==> config.mk <==
export PLATFORM = sky130hd
export DESIGN_NAME = mem_access_ctrl
export DESIGN_NICKNAME = d
export VERILOG_FILES = /design/src/rtl/mem_access_ctrl_pkg.sv /design/src/rtl/ld_align.sv /design/src/rtl/mem_access_ctrl.sv
export SDC_FILE = /design/constraint.sdc
export NUM_CORES = 1
export LEC_CHECK = 0
export ABC_CLOCK_PERIOD_IN_PS = 1900
export CORE_ASPECT_RATIO = 0.8
export CORE_MARGIN = 3
export CORE_UTILIZATION = 40
export DETAILED_ROUTE_END_ITERATION = 16
export GPL_TIMING_DRIVEN = 0
export HOLD_SLACK_MARGIN = 0.12
export PLACE_DENSITY = 0.74
export SLEW_MARGIN = 20
export SYNTH_ARGS = -nofsm -noshare
export SYNTH_HDL_FRONTEND = slang
export SYNTH_SLANG_ARGS = --single-unit
==> constraint.sdc <==
create_clock -name clk -period 1.9 [get_ports clk]
set_clock_uncertainty 0.1 [all_clocks]
set_input_delay 0.38 -clock clk [delete_from_list [all_inputs] [get_ports clk]]
set_output_delay 0.38 -clock clk [all_outputs]
set_load 0.005 [all_outputs]
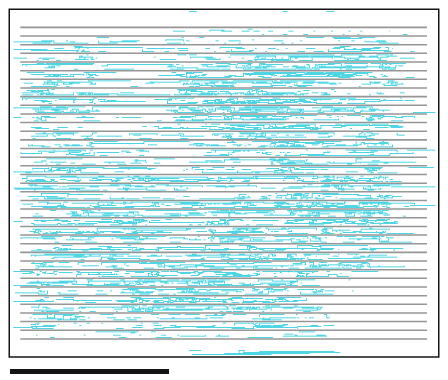
*Signal wires on met1*
The bar under the picture is 50 um long. Supply wires on this layer in grey.
wire length on this layer	8320 um
share of all routed wire	41%
nets with wire on the layer	923
longest straight run	50.9 um
DR vias: 5873
total routed wirelength: 20200 um

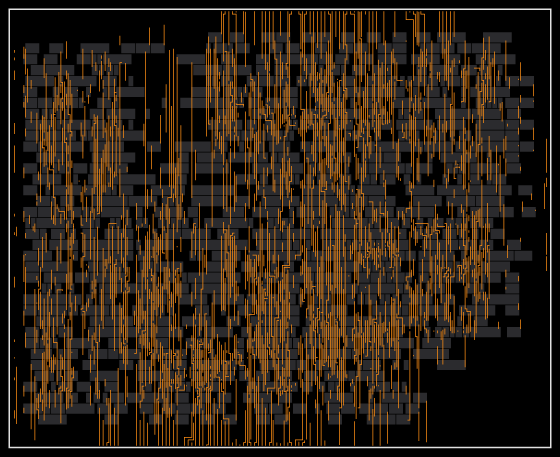
*M2 wires*
Cells faint in the background.
nets with wire on the layer	864
share of all routed wire	47%
main direction	vertical
met2 Track Usage GR: 0.435

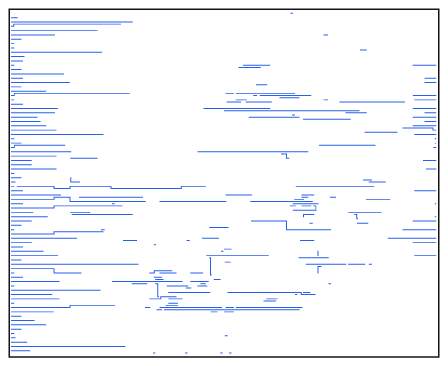
*Met3 routing*
longest straight run	42.3 um
nets with wire on the layer	186
met3 usage: 0.0918

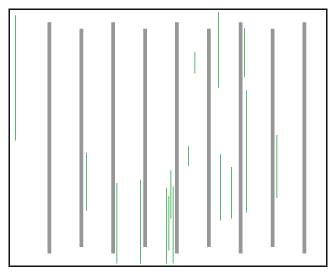
*Met4 routing*
Supply wires on this layer in grey.
wire length on this layer	452 um
nets with wire on the layer	15
share of all routed wire	2.2%

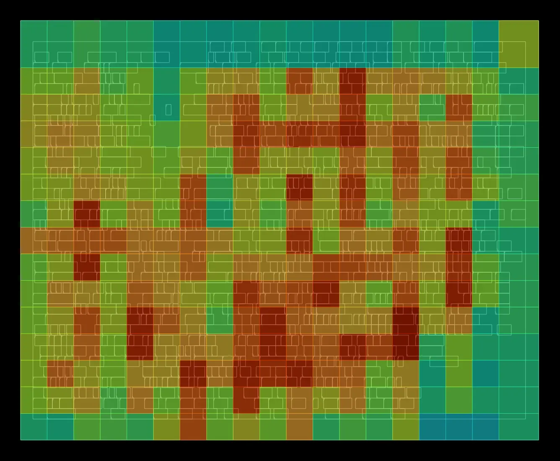
*Routing congestion*
most used routing layer in global routing: met2
All-Layer GR Usage: 0.266

==> impl_metrics.toml <==
# synthesis and place-and-route metrics
[timing]
fin_crit_sh = 1.00
min_period_ns = 1.90
finalHoldViolCount = 0

[place]
placed_cells = 1041
dp_slack_ns = -0.909
placed_cell_area_um2 = 7550

[yosys]
synth.cells.most_frequent = "160 x nand2_1, 119 x dfxtp_1, 86 x a21oi_1"

[layout]
buffers = 266
fill_cells = 1023
mostFrequentLayoutCells = "201 x clkdlybuf4s50_1, 159 x nand2_1, 113 x dfxtp_1"
final_area_um2 = 8690
seq_share = 0.275
seq_area_um2 = 2390
clock_buffers = 19

[run]
tool_warnings = 33
max-cap-violations = 0

[power]
total_power_uw = 7740
ir_drop_v = 0.000758

[route]
drtAntennaViolNets = 0
firstDrtPassIters = 7

[global_routing]
met1_usage = 0.332

[critical_path]
cp.arrival_ns = 2.07
end_kind = "flip-flop"

[cts]
numClockSinks = 119

[die]
n_tap_cell = 171
fp_util = 0.422
die_area_um2 = 14600

[run_status]
status = "finished clean"
